<file path="config.mk">
export PLATFORM = sky130hd
export DESIGN_NAME = mux_scan_nx1
export DESIGN_NICKNAME = d
export VERILOG_FILES = /design/src/rtl/mux_scan_nx1.sv
export SDC_FILE = /design/constraint.sdc
export NUM_CORES = 1
export LEC_CHECK = 0
export CORE_MARGIN = 2
export CORE_UTILIZATION = 39
export CTS_CLUSTER_DIAMETER = 50
export CTS_CLUSTER_SIZE = 8
export DETAILED_ROUTE_END_ITERATION = 16
export HOLD_SLACK_MARGIN = 0.02
export PLACE_DENSITY = 0.87
export REMOVE_ABC_BUFFERS = 1
export SYNTH_ARGS = -nofsm -noshare
export SYNTH_HDL_FRONTEND = slang
export SYNTH_SLANG_ARGS = --single-unit
</file>
<file path="constraint.sdc">
create_clock -name clk -period 2.8 [get_ports clk]
set_input_delay 0.28 -clock clk [delete_from_list [all_inputs] [get_ports clk]]
set_output_delay 0.28 -clock clk [all_outputs]
set_load 0.03 [all_outputs]
</file>
<file path="src/rtl/mux_scan_nx1.sv">
// Registered N:1 channel multiplexer with manual select or round-robin scan,
// a programmable dwell between samples and a valid/ready output port.
module mux_scan_nx1 #(
    parameter int unsigned  SIZE  = 8,
    parameter int unsigned  WIDTH = 4,
    parameter int unsigned  DWELL = 2,
    localparam int unsigned SW    = $clog2(SIZE)
) (
    input  logic                  clk,
    input  logic                  rst_n,
    input  logic [SIZE*WIDTH-1:0] mux_scan_in,
    input  logic                  mux_scan_en,
    input  logic                  mux_scan_mode,
    input  logic [SW-1:0]         mux_scan_sel,
    input  logic                  mux_scan_ready,
    output logic [WIDTH-1:0]      mux_scan_out,
    output logic [SW-1:0]         mux_scan_ch,
    output logic                  mux_scan_err,
    output logic                  mux_scan_valid
);

    localparam int unsigned CW = (DWELL > 1) ? $clog2(DWELL) : 1;

    typedef enum logic [1:0] {
        ST_IDLE,
        ST_PRESENT,
        ST_DWELL
    } state_t;

    state_t           state_q, state_d;
    logic [WIDTH-1:0] out_q, out_d;
    logic [SW-1:0]    ch_q, ch_d;
    logic             err_q, err_d;
    logic             valid_q, valid_d;
    logic [SW-1:0]    ptr_q, ptr_d;
    logic [CW-1:0]    cnt_q, cnt_d;

    logic             xfer_c;
    logic [SW-1:0]    ptr_wrap_c;
    logic [SW-1:0]    cap_ch_c;
    logic             cap_err_c;
    logic [WIDTH-1:0] cap_data_c;

    // Capture source; a transfer edge advances the pointer before a back-to-back capture.
    always_comb begin
        xfer_c     = (state_q == ST_PRESENT) && mux_scan_ready;
        ptr_wrap_c = (32'(ch_q) >= SIZE - 1) ? '0 : ch_q + SW'(1);
        cap_ch_c   = mux_scan_mode ? (xfer_c ? ptr_wrap_c : ptr_q) : mux_scan_sel;
        cap_err_c  = !mux_scan_mode && (32'(mux_scan_sel) >= SIZE);
        cap_data_c = '0;
        for (int k = 0; k < int'(SIZE); k++) begin
            if (!cap_err_c && (cap_ch_c == SW'(k))) begin
                cap_data_c = mux_scan_in[k*WIDTH +: WIDTH];
            end
        end
    end

    // Next-state and next-output logic.
    always_comb begin
        logic capture;
        state_d = state_q;
        out_d   = out_q;
        ch_d    = ch_q;
        err_d   = err_q;
        valid_d = valid_q;
        ptr_d   = ptr_q;
        cnt_d   = cnt_q;
        capture = 1'b0;

        case (state_q)
            ST_IDLE: begin
                valid_d = 1'b0;
                capture = mux_scan_en;
            end
            ST_PRESENT: begin
                if (mux_scan_ready) begin
                    ptr_d   = ptr_wrap_c;
                    valid_d = 1'b0;
                    if (!mux_scan_en) begin
                        state_d = ST_IDLE;
                    end else if (DWELL == 0) begin
                        capture = 1'b1;
                    end else begin
                        cnt_d   = CW'(DWELL - 1);
                        state_d = ST_DWELL;
                    end
                end
            end
            ST_DWELL: begin
                if (!mux_scan_en) begin
                    state_d = ST_IDLE;
                    cnt_d   = '0;
                end else if (cnt_q == '0) begin
                    capture = 1'b1;
                end else begin
                    cnt_d = cnt_q - CW'(1);
                end
            end
            default: state_d = ST_IDLE;
        endcase

        if (capture) begin
            state_d = ST_PRESENT;
            valid_d = 1'b1;
            ch_d    = cap_ch_c;
            err_d   = cap_err_c;
            out_d   = cap_data_c;
        end
    end

    always_ff @(posedge clk or negedge rst_n) begin
        if (!rst_n) begin
            state_q <= ST_IDLE;
            out_q   <= '0;
            ch_q    <= '0;
            err_q   <= 1'b0;
            valid_q <= 1'b0;
            ptr_q   <= '0;
            cnt_q   <= '0;
        end else begin
            state_q <= state_d;
            out_q   <= out_d;
            ch_q    <= ch_d;
            err_q   <= err_d;
            valid_q <= valid_d;
            ptr_q   <= ptr_d;
            cnt_q   <= cnt_d;
        end
    end

    assign mux_scan_out   = out_q;
    assign mux_scan_ch    = ch_q;
    assign mux_scan_err   = err_q;
    assign mux_scan_valid = valid_q;

endmodule

</file>
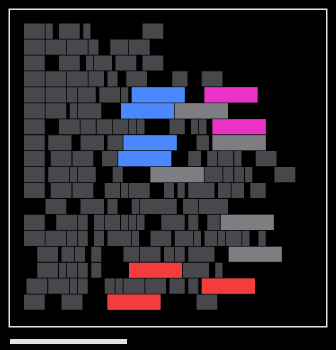
*Where the registers sit*
Scale bar: 20 um. Other sequential cells in the stronger gray, the rest of the logic in the fainter gray.
- `mux_scan_ch`: red (flops 3)
- `mux_scan_out`: blue (flops 4)
- `state_q`: magenta (flops 2)
- not colored: 5

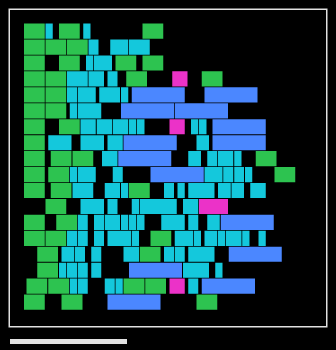
*Placement by cell class*
Scale bar: 20 um.
- all other logic: cyan (cells 92; share of their area 40%)
- other buffers and delay cells: green (cells 47; share of their area 33%)
- clock drivers and dummy loads: magenta (cells 4; share of their area 2.5%)
- flip-flops: blue (cells 14; share of their area 24%)

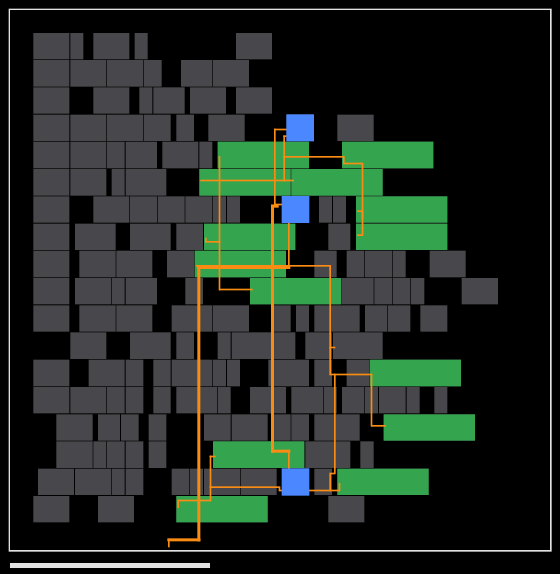
*Routed clock nets over the placement*
Scale bar: 20 um.
- clock wires: orange (length 207 um)
- cells driving clock nets: blue (count 3)
- flip-flops: green (count 14)
- routed clock nets: 4
Clk power: 147 uW
Setup Skew: 0.01022 ns
clock power share: 12.8%
clk_lat worst skew: 0.29 ns

==> run notes <==
yosys + openroad results -> vias per cell 5.417, Die Wd 53.93 um, Total Routing Usage GR 19.21%, HP Class in2async, Avg Cell Area, Syn 8.758 um^2, Placer Congestion 0.8558, post-layout min period 2.301 ns, clk sink count 14, max_slew headroom 59.45%, Die H 53.93 um, Hold Vio Cnt, Final 0, sequential-to-total area share from yosys stat 36.04%, maximum operating frequency 434.6 MHz, post-CTS setup buffers 0, layout cells sized above 1 8.280%, Critical R2R Launch mux_scan_ch[0], WS Path Type reg2reg, CP Launch Type flip-flop, Syn Inst Count 111, Critical Path RT 2.95 ns, ANT cells 0, Routed WL 2.463 mm, first drt pass iteration count 4, num rows 18, Worst Tran Pin Value 0.6063 ns, largest net degree at the start of global routing 17, yosys stat chip area 972.2 um^2, crit path from mux_scan_ch[0], setup TNS 0 ns, I/O Buffers 47, async set or reset register ratio after synthesis 100.0%, Slew Viols, Final 0, CP Capture Point mux_scan_out[3], floorplan core density 40.34%, Congestion Overflow GR 0, Min Hold Slack 0.3650 ns, first-pass GRT wire length 3.912 mm, post_cts resized 0, reg2reg path depth 7, number of global-route vias before repair 924, yosys warning tally 0, EDFF count, synth 0, Yosys reg bits 14, Final Setup Violations 0, post-route ant nets 0, Peak supply drop 0.4893 mV, Commonest flop dfrtp_1, DRC viols 0, Top Layout Cells 47 x clkdlybuf4s50_1, 21 x nand2_1, 14 x dfrtp_1, 12 x o21ai_0, RSZ-0062 raised after global routing no, clock root buffer master clkbuf_4, fillcell total 185, DR iter-0 viols 19, cell count listed in synth_stat.txt 111, leakage 0.0006166 uW, post-layout period usage 82.18%, H-tree levels 1, endpoint class of the critical path flip-flop, Hold Buf Count CTS 0, Reg clk slew, reported paths 0.09 ns, PD cells 780.1 nW/um^2, area of the mapped netlist 972.2 um^2, via count 1013, CTS buffer count 3, stage-log warning count 25, worst-path maximum fanout 12, status finished clean, I/O pin count 49, Synth cell types 28
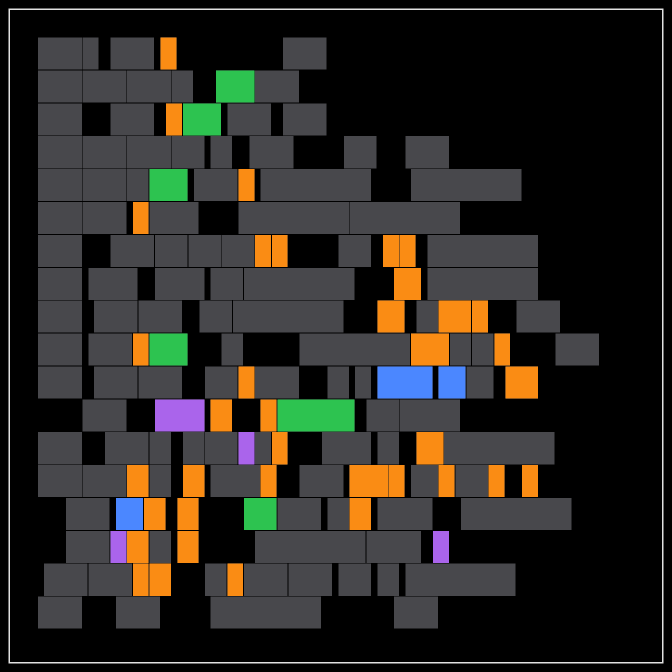
*Gate families picked out*
- AND-OR and OR-AND gates: green (cells 6; most used a22o_1)
- AND and OR gates: blue (cells 3)
- NAND gates: orange (cells 37; most used nand2_1)
- NOR gates: purple (cells 4; most used nor2_1)
Commonest Layout Cell: clkdlybuf4s50_1
Post-Layout Cell Count: 187
fraction of area in multi-input gates: 38.95%

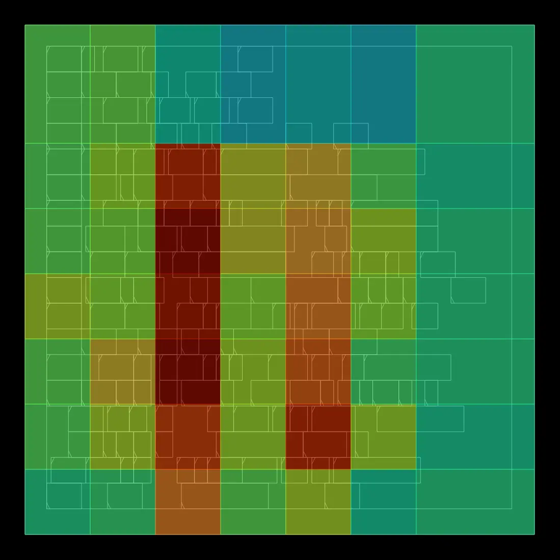
*Routing congestion*
met2 usage: 28.66%
met3 Use GR: 1.944%
met1 Use GR: 25.39%
drt wl/cell: 13.17 um

## how the worst min path moves through the flow
stage | from | end | slack (ns) | cells after the start
floorplan | rst_n | cnt_q | -0.02 | 0
global placement | ptr_q[2] | ptr_q[2] | 0.46 | 2
detailed placement | ptr_q[2] | ptr_q[2] | 0.46 | 2
CTS | rst_n | mux_scan_out[0] | 0.38 | 1
global route | rst_n | ptr_q[2] | 0.40 | 1
finish | rst_n | mux_scan_out[0] | 0.37 | 1
## flip-flops by register name, indices dropped and copies added, names as in the netlist
name / cells
cnt_q: 1
state_q: 2
mux_scan_ch: 3
ptr_q: 3
mux_scan_valid: 1
mux_scan_out: 4
## power by group
part	internal [uW]	switching (uW)
combinational	297	347
sequential	290	72.3
clock	79.2	68.1
## cells in the mapped netlist (2+ instances only)
library cell	number	area, um^2
o21ai_0	12	60.06
inv_1	2	7.510
nand3b_1	2	15.01
nand3_1	9	45.04
dfrtp_1	14	350.3
nand2_1	21	78.83
nand4b_1	2	17.52
o211ai_1	9	67.56
mux2_2	5	56.30
mux2i_1	4	40.04
ha_1	2	25.02
a31oi_1	2	12.51
a22o_1	4	35.03
nand2b_1	3	18.77
nor2_1	3	11.26
a21oi_1	4	20.02
buf_4	2	15.01
## cells by family (layout without fill, tap and decap cells)
family | after synthesis | after routing | share of synthesized area [%]
flip-flops | 14 | 14 | 36.04
AND/OR/NAND/NOR | 44 | 44 | 22.91
buffers and inverters | 7 | 53 | 4.760
adder cells (fa/ha/maj) | 2 | 2 | 2.574
multiplexers | 9 | 9 | 9.910
AND-OR/OR-AND | 34 | 34 | 23.42
other | 1 | 1 | 0.3857
## routing by layer
layer	global-route usage, %	wire length (um)	vias to the layer above	share of wire, %
met5	0	0	-	0
met4	14.53	73	0	3.0
met3	1.944	197	6	8.0
met2	28.66	1155	60	47
met1	25.39	1037	446	42
li1	-	-	501	-
## critical path, cell delays in order, from the launching register on
cell and delay, ns:
dfrtp_1 0.45, ha_1 0.32, nand4b_1 0.17, o211a_4 0.22, nor2_4 0.31, mux2_2 0.38
o211ai_1 0.18, o211ai_1 0.12
## final cells by class
| type | instances | area (um^2) | share of cell area, % |
|---|---|---|---|
| Sequential cell | 14 | 350.3 | 23.71 |
| Multi-Input combinational cell | 90 | 575.6 | 38.95 |
| Inverter | 2 | 7.507 | 0.5080 |
| Timing Repair Buffer | 47 | 470.5 | 31.84 |
| Tap cell | 30 | 37.54 | 2.540 |
| Clock buffer | 4 | 36.28 | 2.456 |
## metrics by stage
| stage | instances | cell area, um^2 | util, % | total power [uW] | worst slack (ns) |
|---|---|---|---|---|---|
| 3_3_place_gp | 183 | 1441 | 59.81 | 984.2 | 0.5014 |
| 2_1_floorplan | 106 | 933.4 | - | 754.8 | 0.6189 |
| 6_report | 187 | 1478 | 61.32 | 1153 | 0.4990 |
| 4_1_cts | 187 | 1478 | 61.32 | 1158 | 0.5162 |
| 3_5_place_dp | 183 | 1441 | 59.81 | 1008 | 0.4035 |
| 5_1_grt | 187 | 1478 | 61.32 | 1237 | 0.3701 |
No activity file was given, so power comes from the tool's default toggle rates.
